## src/rtl/adder_pipe_acc.sv

```systemverilog
// WIDTH-bit add/subtract/accumulate unit with valid/ready handshakes and a DEPTH-entry result FIFO.
// Define ADDER_SATURATE_EN to clamp results instead of wrapping.
module adder_pipe_acc #(
  parameter int unsigned WIDTH = 8,
  parameter int unsigned DEPTH = 4
) (
  input  logic                       clock,
  input  logic                       reset,
  input  logic [WIDTH-1:0]           A,
  input  logic [WIDTH-1:0]           B,
  input  logic [1:0]                 mode,
  input  logic                       in_valid,
  output logic                       in_ready,
  output logic [WIDTH-1:0]           sum,
  output logic                       carry,
  output logic                       out_valid,
  input  logic                       out_ready,
  output logic [$clog2(DEPTH+1)-1:0] count
);

  localparam int unsigned CW = $clog2(DEPTH + 1);
  localparam int unsigned PW = $clog2(DEPTH);

  localparam logic [1:0] ModeAdd = 2'b00;
  localparam logic [1:0] ModeSub = 2'b01;
  localparam logic [1:0] ModeAcc = 2'b10;
  localparam logic [1:0] ModeClr = 2'b11;

  logic [WIDTH-1:0] acc_q;
  logic [CW-1:0]    count_q;
  logic [PW-1:0]    wr_ptr_q, rd_ptr_q;
  logic [WIDTH-1:0] mem_sum [DEPTH];
  logic             mem_carry [DEPTH];

  logic             push, pop;
  logic [WIDTH:0]   add_full, sub_full, acc_full;
  logic [WIDTH-1:0] res_sum;
  logic             res_carry;

  // Full FIFO refuses pushes even when a pop happens in the same cycle.
  assign in_ready  = (count_q < CW'(DEPTH));
  assign out_valid = (count_q != '0);
  assign push      = in_valid && in_ready;
  assign pop       = out_valid && out_ready;
  assign count     = count_q;

  assign sum   = out_valid ? mem_sum[rd_ptr_q]   : '0;
  assign carry = out_valid ? mem_carry[rd_ptr_q] : 1'b0;

  assign add_full = {1'b0, A} + {1'b0, B};
  assign sub_full = {1'b0, A} - {1'b0, B};
  assign acc_full = {1'b0, acc_q} + {1'b0, A};

  always_comb begin
    res_sum   = '0;
    res_carry = 1'b0;
    unique case (mode)
      ModeAdd: begin
        res_sum   = add_full[WIDTH-1:0];
        res_carry = add_full[WIDTH];
`ifdef ADDER_SATURATE_EN
        if (res_carry) res_sum = '1;
`endif
      end
      ModeSub: begin
        // Top bit of the widened difference is the unsigned borrow.
        res_sum   = sub_full[WIDTH-1:0];
        res_carry = sub_full[WIDTH];
`ifdef ADDER_SATURATE_EN
        if (res_carry) res_sum = '0;
`endif
      end
      ModeAcc: begin
        res_sum   = acc_full[WIDTH-1:0];
        res_carry = acc_full[WIDTH];
`ifdef ADDER_SATURATE_EN
        if (res_carry) res_sum = '1;
`endif
      end
      ModeClr: begin
        res_sum   = '0;
        res_carry = 1'b0;
      end
      default: begin
        res_sum   = '0;
        res_carry = 1'b0;
      end
    endcase
  end

  always_ff @(posedge clock or posedge reset) begin
    if (reset) begin
      acc_q    <= '0;
      count_q  <= '0;
      wr_ptr_q <= '0;
      rd_ptr_q <= '0;
    end else begin
      if (push && (mode == ModeAcc || mode == ModeClr)) acc_q <= res_sum;
      if (push) wr_ptr_q <= wr_ptr_q + PW'(1);
      if (pop)  rd_ptr_q <= rd_ptr_q + PW'(1);
      unique case ({push, pop})
        2'b10:   count_q <= count_q + CW'(1);
        2'b01:   count_q <= count_q - CW'(1);
        default: count_q <= count_q;
      endcase
    end
  end

  // Storage needs no reset: entries are only visible while count is non-zero.
  always_ff @(posedge clock) begin
    if (push) begin
      mem_sum[wr_ptr_q]   <= res_sum;
      mem_carry[wr_ptr_q] <= res_carry;
    end
  end

endmodule

```

## config.mk

```make
export PLATFORM = sky130hd
export DESIGN_NAME = adder_pipe_acc
export DESIGN_NICKNAME = d
export VERILOG_FILES = /design/src/rtl/adder_pipe_acc.sv
export SDC_FILE = /design/constraint.sdc
export NUM_CORES = 1
export LEC_CHECK = 0
export CAP_MARGIN = 10
export CORE_MARGIN = 4
export CORE_UTILIZATION = 57
export DETAILED_ROUTE_END_ITERATION = 8
export PLACE_DENSITY = 0.87
export SETUP_SLACK_MARGIN = 0.5
export SLEW_MARGIN = 30
export SYNTH_ARGS = -nofsm -noshare
export SYNTH_HDL_FRONTEND = slang
export SYNTH_SLANG_ARGS = --single-unit
```

## constraint.sdc

```tcl
create_clock -name clock -period 3 [get_ports clock]
set_clock_uncertainty 0.2 [all_clocks]
set_input_delay 0.9 -clock clock [delete_from_list [all_inputs] [get_ports clock]]
set_output_delay 0.9 -clock clock [all_outputs]
set_load 0.1 [all_outputs]
```

Figure 1. The metal 2 layer (run 1).
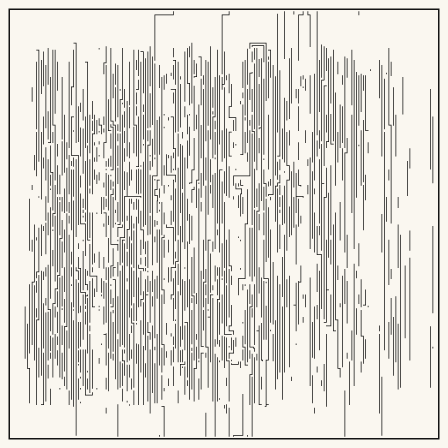
share of all routed wire: 46%
main direction: vertical
longest straight run: 43.2 um
DR vias: 3399
M2 GR Usage: 0.5586
WL final: 13340 um

Figure 2. Met4 routing (run 1).
Supply wires on this layer in gray.
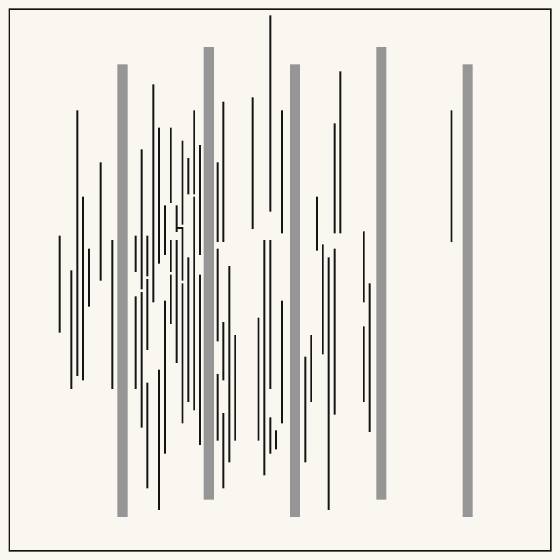
main direction: vertical
share of all routed wire: 8.2%
longest straight run: 41.5 um
wire length on this layer: 1090 um

==> flow_summary_export.csv, run 1 <==
group,metric,value,unit
power,swShare,0.4763,
logic_synthesis,synth_area,0.003376,sq mm
cells_and_area,diodes,0,
cells_and_area,finalNonFillerCells,477,
global_routing,grt_max_degree,21,
logic_synthesis,top_cell,"edfxtp_1",
cells_and_area,nNetsFinal,459,
clock_network,cts_htree_levels,2,
power,finalPower,5.203,mW
power,peakVddDrop,0.9091,mV
sta,post-route-min-period,2.932,ns
setup_path,start_kind,"input port",
setup_path,worstSetupPathType,"in2reg",
cells_and_area,postLayoutCellArea,0.005105,sq mm
die,initCoreUtil,0.6020,
routing,antenna_left,0,
setup_path,worstSetupEndpointType,"register",
global_routing,grt_overflow,0,
run,tool_warnings,41,
routing,drt-wirelength-per-cell,27.96,um
power,power.share.clock,0.097,
die,rows,27,
place,port_buffers,35,
logic_synthesis,area_leaders,"edfxtp_1, dfrtp_1, ha_1",
logic_synthesis,top_cells_by_count,"edfxtp_1, ha_1, inv_1",
place,dp_hpwl,6641,um
logic_synthesis,yosysWarnings,0,
sta,relSlewSlack,0.5931,
place,numPlacedInstances,446,
logic_synthesis,ys_async_sr_fraction,0.2941,
clock_network,cts_buffer_depth,2,
global_routing,grt_pass1_wl,17630,um
logic_synthesis,flop_cell,"edfxtp_1",
sta,hold_viol,0,
sta,fmax,341.0,MHz
routing,drtPass1Iterations,6,
logic_synthesis,postSynthSeqShare,0.4314,
logic_synthesis,yosysUniqueCellTypes,54,
routing,vias_per_cell,7.126,
clock_network,postCtsHoldBufs,0,
setup_path,cp.arrival,2.85,ns
logic_synthesis,ys_area,0.003376,sq mm
clock_network,cts_buffers,5,
run,maxCapViolCount,0,
global_routing,antenna_found_initial,0,
clock_network,path_clk_slew,0.10,ns
sta,rsz0062_at_grt,"yes",
setup_path,cp.required,2.92,ns
clock_network,worst_skew_pair.late_latency,0.32,ns
outcome,status,"completed",
logic_synthesis,syn_nets,356,
place,pre_cts_ws,-0.5695,ns
sta,setup_viol,0,
clock_network,cts_root_buf,"clkbuf_8",
power,combPwrFrac,0.683,
setup_path,critPathMaxFanout,4,
sta,fin_ws,0.06784,ns
die,die_w,84.96,um
logic_synthesis,synthCells,301,
die,ios,36,
routing,drtIter0Drc,511,
routing,drc_errors,0,
logic_synthesis,synth.top_cell.area_share,0.3202,
die,die_h,84.96,um
power,p_int,2.725,mW
power,power_density,1019,mW/mm^2
clock_network,cts_sinks,51,
cells_and_area,area_delta_synth_final,51.22,%
global_routing,grt_pass1_vias,3241,
cells_and_area,drive_gt1_frac,0.5284,
logic_synthesis,edf_count,36,
sta,finalClockPeriodUsage,0.9774,
place,postPlaceCellArea,0.004432,sq mm
logic_synthesis,ys_ff,51,
power,p_leak,2.126,nW
place,gp_congestion,0.9512,
die,die-area,0.007217,sq mm
die,coreArea,0.005608,sq mm
global_routing,grt_usage,0.3135,
logic_synthesis,synth-cells-yosys,301,
worst_hold_path,holdCritPathClass,"reg2reg",
clock_network,cts_tree,"yes",
logic_synthesis,avgSynthCellArea,11.22,sq um
sta,slew_viol_final,0,
power,seq_power_share,0.220,
power,p_sw,2.478,mW
logic_synthesis,yosys.area.top_type,"edfxtp_1",
sta,worst_pin_slew,0.6096,ns
sta,final.setup.tns,0,ns
Figure 3. Met1 routing (run 1).
Scale bar: 20 um. Supply wires on this layer in gray.
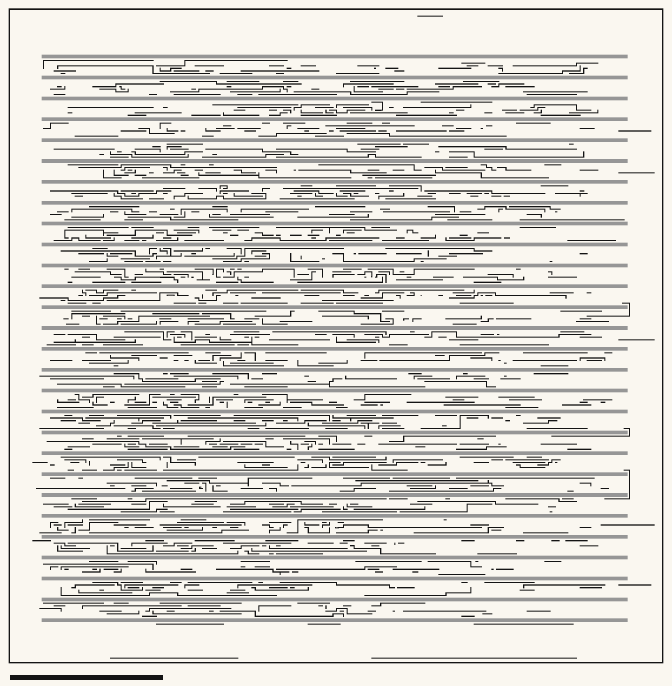
main direction: horizontal
share of all routed wire: 34%

==> run 1: state kept, by name, indices dropped and copies added, names as in the netlist <==
name	flops
mem_sum	32
acc_q	8
mem_carry	4
count	3
rd_ptr_q	2
wr_ptr_q	2
==> run 1: metrics by stage <==
step,hold WS [ns],utilization
after CTS,0.3124,0.8735
after detailed placement,0.2913,0.7903
after floorplan,0.2534,-
final,0.3196,0.9103
after global placement,0.2737,0.7903
after global routing,0.3353,0.9103
==> run 1: final timing paths <==
kind,start,end,slack [ns],cells after the start
min in group asynchronous,reset,acc_q[0],0.76,2
min reg2reg,acc_q[5],acc_q[5],0.32,1
min,acc_q[5],acc_q[5],0.32,1
max reg2reg,acc_q[0],mem_sum[0][6],0.40,7
max in group asynchronous,reset,count[1],1.38,2
max,B[0],mem_sum[0][6],0.07,9
==> run 1: power groups by stage <==
stage               registers, mW  clock network, mW  logic (mW)
floorplan                    1.22                  0        1.89
global placement             1.11                  0        2.85
CTS                          1.13              0.477        3.18
global route                 1.15              0.536        3.66
detailed placement           1.12                  0        2.93
finish                       1.14              0.505        3.56
==> run 1: cell families (layout without fill, tap and decap cells) <==
kind of cell	count (synthesis)	in the layout	synth area share
XOR/XNOR	10	10	0.02595
multiplexers	16	16	0.08339
AND-OR/OR-AND	67	67	0.1438
buffers and inverters	37	141	0.04521
AND/OR/NAND/NOR	87	87	0.1390
flip-flops	51	51	0.4314
adder cells (fa/ha/maj)	33	33	0.1312
==> run 1: layout by cell type (no fill, tap or decap), types with 6 or more instances in the layout <==
cell / n
buf_4: 67
edfxtp_1: 36
nor2_1: 15
nand2_1: 15
ha_4: 13
ha_1: 13
dfrtp_1: 12
buf_12: 12
inv_2: 11
buf_6: 11
and2_4: 10
mux4_2: 9
inv_1: 7
o21a_1: 6
nor3_1: 6
==> run 1: worst max-delay path, stage by stage <==
cell and delay, ns:
buf_8 0.09, ha_4 0.14, inv_2 0.04, fa_2 0.36, o21ba_4 0.22, or4_4 0.46, a31oi_4 0.16, mux2_4 0.34
o211ai_4 0.13
==> run 1: area by class of cell <==
class,count,area [sq um]
Sequential cell,51,1468
Inverter,22,107.6
Timing Repair Buffer,111,1067
Multi-Input combinational cell,213,2260
Tap cell,72,90.09
Clock inverter,3,43.79
Clock buffer,5,68.82
Fill cell,191,503.0
==> run 1: metal layers <==
layer	global-route usage	vias to the layer above	part of all wire
met2	0.5586	367	0.46
met1	0.3733	1588	0.34
li1	-	1316	-
met4	0.1338	0	0.082
met3	0.04951	128	0.11
met5	0	-	0
==> run 1: timing repair <==
action | CTS | global route
pin swaps | 34 | 35
gates resized | 104 | 37
buffers inserted | 11 | 12
endpoints found under the hold margin | 0 | 0
setup endpoints to repair | 50 | 42
==> run 1 -> run 2 <==
CTS_BUF_LIST = sky130_fd_sc_hd__clkbuf_8 sky130_fd_sc_hd__clkbuf_16   (was unset)
Figure 4. The clock network (run 2).
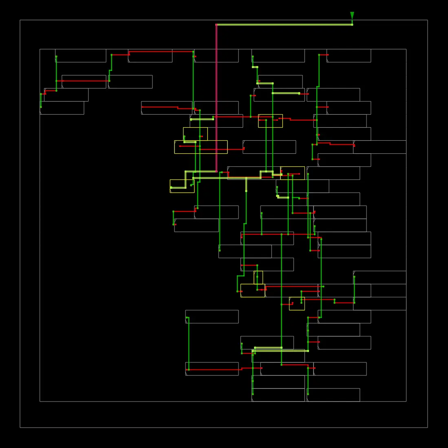
clk_buf instances: 5
Latency at later pin: 0.32 ns

Figure 5. The metal 3 layer (run 2).
Scale bar: 20 um. Cells faint in the background.
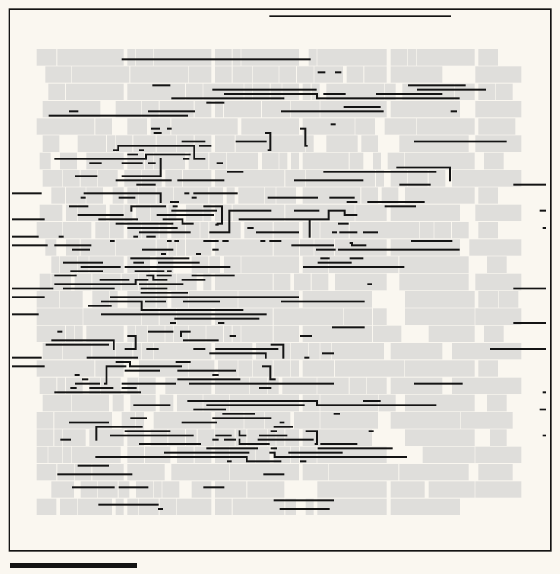
nets with wire on the layer: 148
wire length on this layer: 1460 um
share of all routed wire: 11%

==> flow_summary_export.csv, run 2 <==
group,metric,value,unit
outcome,status,"completed",
logic_synthesis,yosysWarnings,0,
setup_path,critPathMaxFanout,4,
routing,drtIter0Drc,511,
setup_path,r2r_cells,7,
setup_path,worstSetupEndpointType,"register",
sta,fmax,341.0,MHz
cells_and_area,utilization,0.9103,
routing,routed_wl,13340,um
setup_path,worstSetupPathType,"in2reg",
worst_hold_path,holdCritPathClass,"reg2reg",
cells_and_area,postLayoutCellArea,0.005105,sq mm
setup_path,r2r_end,"mem_sum[0][6]",
run,maxCapViolCount,0,
die,die-area,0.007217,sq mm
place,gp_congestion,0.9512,
logic_synthesis,area_leaders,"edfxtp_1, dfrtp_1, ha_1",
routing,drt-wirelength-per-cell,27.96,um
logic_synthesis,yosys.area.top_type,"edfxtp_1",
setup_path,r2r_start,"acc_q[0]",
die,coreArea,0.005608,sq mm
cells_and_area,nNetsFinal,459,
cells_and_area,nFillCells,191,
power,peakVddDrop,0.9091,mV
routing,antenna_left,0,
logic_synthesis,edf_count,36,
sta,setup_viol,0,
setup_path,start_kind,"input port",
setup_path,cpMaxStageDelayCell,"or4_4",
logic_synthesis,ys_async_sr_fraction,0.2941,
place,postPlaceCellArea,0.004432,sq mm
logic_synthesis,postSynthSeqShare,0.4314,
run,tool_warnings,41,
global_routing,grt_pass1_wl,17630,um
die,ios,36,
die,die_w,84.96,um
setup_path,cp.required,2.92,ns
logic_synthesis,top_cell,"edfxtp_1",
logic_synthesis,synth_area,0.003376,sq mm
die,rows,27,
clock_network,path_clk_slew,0.10,ns
logic_synthesis,ys_area,0.003376,sq mm
logic_synthesis,synth-cells-yosys,301,
clock_network,cts_tree,"yes",
power,power_density,1019,mW/mm^2
cells_and_area,diodes,0,
sta,rsz0062_at_grt,"yes",
logic_synthesis,flop_cell,"edfxtp_1",
cells_and_area,final_common_cell,"buf_4",
global_routing,grt_usage,0.3135,
logic_synthesis,ys_ff,51,
cells_and_area,lay_top_cells,"buf_4, edfxtp_1, nor2_1, nand2_1",
die,die_h,84.96,um
power,p_leak,2.126,nW
logic_synthesis,synthCells,301,
global_routing,grt_overflow,0,
setup_path,reg2reg_slack,0.40,ns
cells_and_area,drive_gt1_frac,0.5284,
setup_path,cp.arrival,2.85,ns
clock_network,cts_buffers,5,
clock_network,cts_root_buf,"clkbuf_8",
sta,relSlewSlack,0.5931,
sta,finalClockPeriodUsage,0.9774,
cells_and_area,largest_reg_flops,32,
worst_hold_path,holdPathStages,1,
logic_synthesis,avgSynthCellArea,11.22,sq um
place,dp_hpwl,6641,um
logic_synthesis,top_cells_by_count,"edfxtp_1, ha_1, inv_1",
die,initCoreUtil,0.6020,
sta,hold_viol,0,
clock_network,cts_buffer_depth,2,
sta,post-route-min-period,2.932,ns
cells_and_area,top_regs,"mem_sum (32), acc_q (8), mem_carry (4)",
sta,slew_viol_final,0,
setup_path,cp_cell_sequence,"buf_8, ha_4, inv_2, fa_2, o21ba_4, or4_4, a31oi_4, mux2_4, o211ai_4",
routing,drc_errors,0,
global_routing,grt_pass1_vias,3241,
logic_synthesis,syn_nets,356,
setup_path,slowest_delay,0.46,ns
clock_network,cts_sinks,51,
power,finalPower,5.203,mW
sta,final.setup.tns,0,ns
global_routing,antenna_found_initial,0,
sta,worst_pin_slew,0.6096,ns
worst_hold_path,worstHoldEndpoint,"acc_q[5]",
global_routing,grt_max_degree,21,
routing,vias,3399,
logic_synthesis,synth.top_cell.area_share,0.3202,
cells_and_area,area_delta_synth_final,51.22,%
[run 2: stage by stage]
stage          setup slack, ns  hold slack, ns  instances
2_1_floorplan           0.1207          0.2534        301
3_3_place_gp           -0.4906          0.2737        446
3_5_place_dp           -0.5695          0.2913        446
4_1_cts                0.09380          0.3124        465
5_1_grt                0.07926          0.3353        477
6_report               0.06784          0.3196        477
[run 2: final cells by class]
cell class	count	area, sq um	area share
multi-input combinational	213	2260	0.4426
sequential	51	1468	0.2875
timing repair buffer	111	1067	0.2091
inverter	22	107.6	0.02108
tap	72	90.09	0.01765
clock buffer	5	68.82	0.01348
clock inverter	3	43.79	0.008578
[run 2: cell families (layout without fill, tap and decap cells)]
kind of cell             count (synthesis)  after routing  synth area share
multiplexers                            16             16           0.08339
buffers and inverters                   37            141           0.04521
flip-flops                              51             51            0.4314
AND-OR/OR-AND                           67             67            0.1438
XOR/XNOR                                10             10           0.02595
adder cells (fa/ha/maj)                 33             33            0.1312
AND/OR/NAND/NOR                         87             87            0.1390
[run 2: worst max-delay path, delay by kind of cell]
kind,cells,cell delay [ns]
muxes,1,0.34
AOI/OAI and AO/OA,3,0.51
and+or+nand+nor,1,0.46
buffers and inverters,2,0.13
adders and majority gates,2,0.50
[run 2: repair_timing]
action | 4_1_cts | 5_1_grt
pin swaps | 34 | 35
resized | 104 | 37
setup endpoints to repair | 50 | 42
hold buffers | 0 | 0
buffers inserted | 11 | 12
[run 2: how the worst max path moves through the flow]
stage          start       endpoint  slack (ns)  cells past startpoint
2_1_floorplan   A[0]  mem_sum[0][6]        0.12                      8
3_3_place_gp    A[0]  mem_sum[0][6]       -0.49                      9
3_5_place_dp    A[1]  mem_sum[3][5]       -0.57                      8
4_1_cts         B[0]  mem_sum[2][6]        0.09                      9
5_1_grt         B[0]  mem_sum[0][6]        0.08                      9
6_report        B[0]  mem_sum[0][6]        0.07                      9
[run 2: power by group]
part / switching (mW) / internal (mW)
sequential: 0.163 / 0.980
combinational: 2.06 / 1.50
clock: 0.255 / 0.249
total: 2.48 / 2.73
[run 2: per-layer routing]
metal  global-route usage  part of all wire  up-vias
li1                     -                 -     1316
met1               0.3733              0.34     1588
met2               0.5586              0.46      367
met3              0.04951              0.11      128
met4               0.1338             0.082        0
met5                    0                 0        -
No activity file was given, so power comes from the tool's default toggle rates.
